==> config.mk <==
export PLATFORM = sky130hd
export DESIGN_NAME = ctrl_seq_decoder_flat
export DESIGN_NICKNAME = d
export VERILOG_FILES = /design/src/rtl/ctrl_seq_decoder_if.sv /design/src/rtl/ctrl_seq_decoder.sv /design/src/flat_wrapper.sv
export SDC_FILE = /design/constraint.sdc
export NUM_CORES = 1
export LEC_CHECK = 0
export CORE_MARGIN = 1
export CORE_UTILIZATION = 35
export CTS_CLUSTER_SIZE = 16
export DETAILED_ROUTE_END_ITERATION = 12
export PLACE_DENSITY_LB_ADDON = 0.3
export SLEW_MARGIN = 20
export SYNTH_ARGS = -nofsm -noshare
export SYNTH_HDL_FRONTEND = slang
export SYNTH_SLANG_ARGS = --single-unit
==> constraint.sdc <==
create_clock -name i_clk -period 2.37 [get_ports i_clk]
set_clock_uncertainty 0.05 [all_clocks]
set_input_delay 0.474 -clock i_clk [delete_from_list [all_inputs] [get_ports i_clk]]
set_output_delay 0.474 -clock i_clk [all_outputs]
set_load 0.05 [all_outputs]
run_1/clock_wires.png
Scale bar: 20 microns.
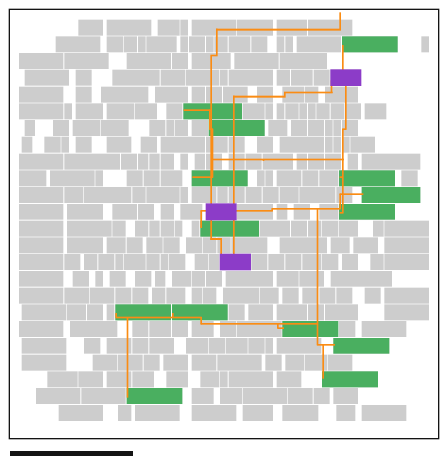
[purple] clock-net drivers | count: 3
[orange] clock wires | length: 296 microns
[green] flip-flops | count: 14
routed clock nets	4
Clk pwr share: 0.167
clk_lat worst skew: 0.26 ns
P_clk: 255 uW

run_1/clock_nets.png
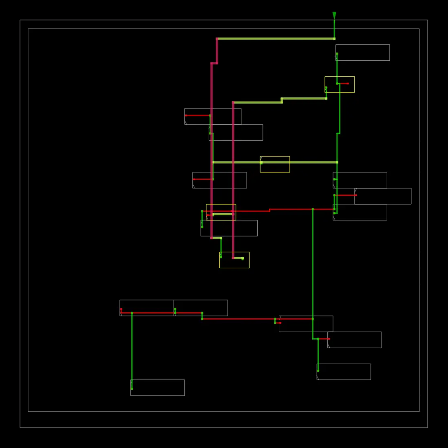
Clock buffer cells: 4
CTS Buf Count: 3

run_1/ff_map.png
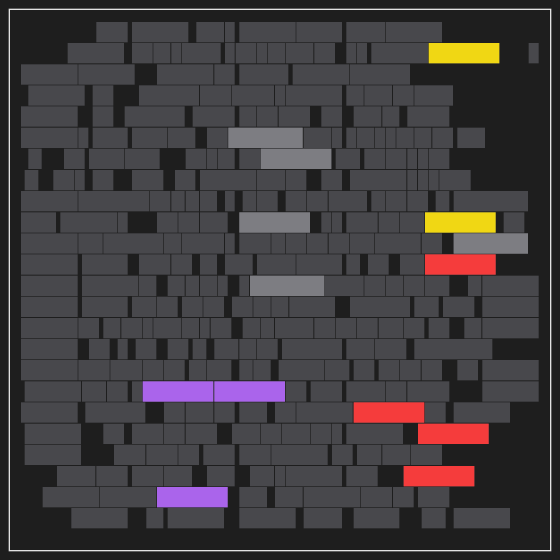
color	netlist name	placed flops
yellow	`u_core.r_cnt`	2
red	`u_core.r_op`	4
purple	`u_core.o_cmp_flags`	3
Seq area share: 0.0995
register area: 354 sq um
Final Util: 0.817
Seq group: 369 uW

==> job_summary.md, run 1 <==
### Flow metrics

| Metric | Value |
|---|---|
| Nets | roughly 330 |
| Inst Count DP | about 330 |
| Avg Inst Size Synth | around 8.0 sq um |
| Critical Path Slowest Stage Cell | or4b_4 |
| H-tree levels | 1 |
| Layout Cells excl Fill | between 300 and 400 |
| Hold path cells | 1 |
| WS Path Type | reg -> out |
| Crit path depth | 7 |
| Clk buf depth | 2 |
| Initial antenna violation count | 0 |
| Crit path DRT | 1.85 ns |
| Vias in the first global route | 2166 |
| Synthesized cell area | 0.00159 sq mm |
| Die W | between 60 and 70 microns |
| Placement row count | 24 |
| Yosys reg bits | 14 |
| Met2 wire length | about 3.7 mm |
| CP startpoint kind | flop |
| Die H | about 69 microns |
| Sequential share of power | 0.242 |
| Cell area after layout | ~0.0036 sq mm |
| GRT Residual Overflow | 0 |
| Top power group | combinational logic |
| Violated checks | negative setup slack |
| Setup WS post-layout | -0.390 ns |
| Reg2Reg Depth | 6 |
| Total number of vias | 2054 |
| Endpoints failing setup | 13 |
| Outcome | complete, but fails checks |
| Met2 usage | 0.509 |
| Root Buffer | clkbuf_8 |
| Worst-path clk slew | 0.07 ns |
| R2R Setup Slk | ~0.26 ns |
| Post-synth ARST share | 1.00 |
| Comb. pwr | ~900 uW |
| Post-synthesis sequential area ratio | 0.220 |
| Worst-path cell chain | or4b_4 -> a21oi_4 -> buf_6 -> nor3_2 -> a2111oi_4 -> buf_4 -> buf_12 |
| First-pass GRT wire length | between 10 and 15 mm |
| Crit end category | output port |
| Layout cells sized above 1 | 0.614 |
| Slew @ Worst Pin | about 0.71 ns |
| Pleak | around 0.0015 uW |
| Number of enable flip-flop cells | 0 |
| CTS tree | done |
| Area growth, synth to finish | 123% |
| Total Routed Length | between 7 and 8 mm |
## run 1: cell families (layout without fill, tap and decap cells)
| kind of cell | after synthesis | after routing | share of synthesized area |
|---|---|---|---|
| AND-OR/OR-AND | 41 | 41 | 0.188 |
| XOR/XNOR | 3 | 3 | 0.0165 |
| buffers and inverters | 44 | 155 | 0.158 |
| other | 1 | 1 | 0.00235 |
| multiplexers | 11 | 11 | 0.0754 |
| adder cells (fa/ha/maj) | 6 | 6 | 0.0471 |
| flip-flops | 14 | 14 | 0.220 |
| AND/OR/NAND/NOR | 80 | 80 | 0.294 |
## run 1: layout make-up
class                   instances  area, sq um
clock buffers                   4         55.1
multi-input cells             142         1390
fillers                       208          797
repair buffers                140         1650
flip-flops and latches         14          354
well taps                      52         65.1
inverters                      11         41.3
run_1/gates.png
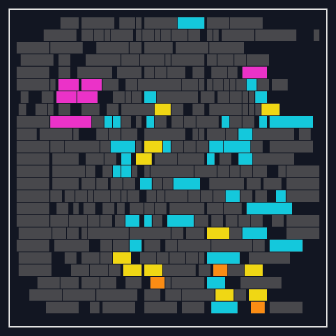

--- run 2 (diff from run 1) ---
PLACE_DENSITY_LB_ADDON = 0.15   (was 0.3)
run_2/gates.png
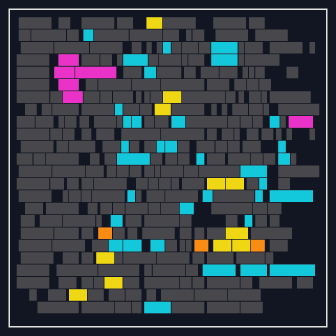
color	family	cells
cyan	aoi and oai cells	34
magenta	fa/ha/maj cells	6
yellow	mux cells	11
orange	xor and xnor cells	3
logic share of the area: 0.383
highest-count logic cell in the final layout: buf_4
Layout Cells excl Fill: 360

run_2/class_map.png
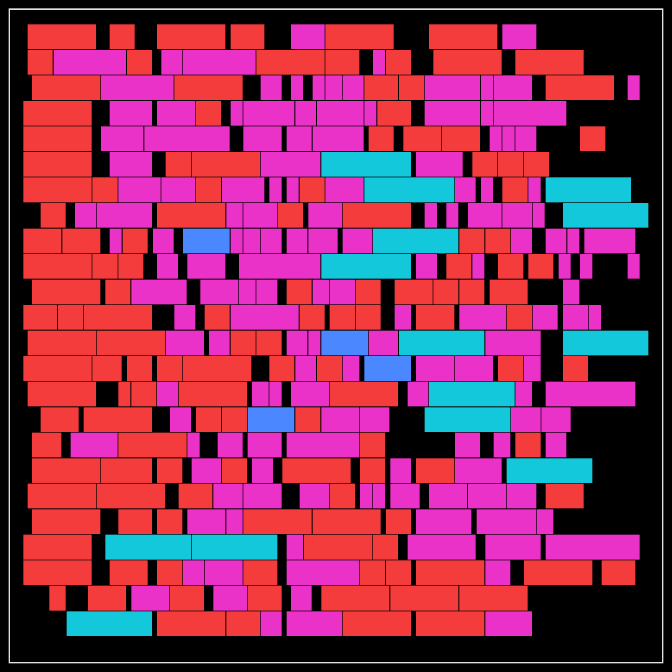
color	class	cells	share of their area
magenta	remaining logic cells	153	40%
cyan	registers	14	10%
red	remaining buffers and delay cells	137	48%
blue	clock drivers and dummy loads	4	1.6%
placement row count: 24
core area: 0.00435 sq mm

==> run 2 against run 1 <==
Against the previous run: the run still ends with negative setup slack left; wire length up 5.2%; non-clock buffer count down 3; sequential share of layout area down 0.083 points; combinational power up 3.2%; synthesized cell count unchanged; power up 1.3%; critical path type unchanged; largest power group unchanged; fmax down 0.15%; largest cell class unchanged; first-iteration DRC count unchanged.
==> job_summary.md, run 2 <==
### Flow metrics

| Metric | Value |
|---|---|
| Sequential share of power | 0.233 (was 0.242) |
| Met2 wire length | 3.58 mm (was 3.73 mm) |
| Crit path DRT | 1.85 ns (about the same) |
| Avg Inst Size Synth | 7.97 sq um (unchanged) |
| Endpoints failing setup | 14 (was 13) |
| Crit path depth | 7 (unchanged) |
| Die W | 69.5 microns (unchanged) |
| H-tree levels | 1 (unchanged) |
| Outcome | complete, but fails checks (unchanged) |
| Yosys reg bits | 14 (unchanged) |
| Top power group | combinational logic (unchanged) |
| Violated checks | negative setup slack (unchanged) |
| Final Util | 0.824 (was 0.817) |
| Clk_lat worst skew | 0.26 ns (about the same) |
| Vias in the first global route | 2083 (was 2166) |
| Slew @ Worst Pin | 0.719 ns (was 0.714 ns) |
| Post-synthesis sequential area ratio | 0.220 (unchanged) |
| Layout cells sized above 1 | 0.594 (was 0.614) |
| R2R Setup Slk | 0.08 ns (was 0.26 ns) |
| Setup WS post-layout | -0.394 ns (was -0.390 ns) |
| CTS Buf Count | 3 (unchanged) |
| Die H | 69.5 microns (unchanged) |
| Reg2Reg Depth | 8 (was 6) |
[run 2: netlist changes by cell type in the layout (fill, tap and decap cells not counted), sizes merged]
cell	previous run	this run
dlymetal6s2s	1	0
buf	126	123
clkdlybuf4s50	10	11
[run 2: cell families (layout without fill, tap and decap cells)]
group	Yosys count	count (layout)	share of synthesized area
simple gates	80	80	0.294
buf+inv	44	152	0.158
compound gates	41	41	0.188
flops	14	14	0.220
mux	11	11	0.0754
fa+ha+maj	6	6	0.0471
xor+xnor	3	3	0.0165
other cells	1	1	0.00235
[run 2: area by class of cell]
type	count	area, sq um
clock buffers	4	55.1
fillers	223	767
inverters	11	43.8
multi-input cells	142	1370
flip-flops and latches	14	354
well taps	52	65.1
repair buffers	137	1700
No activity file was given, so power comes from the tool's default toggle rates.
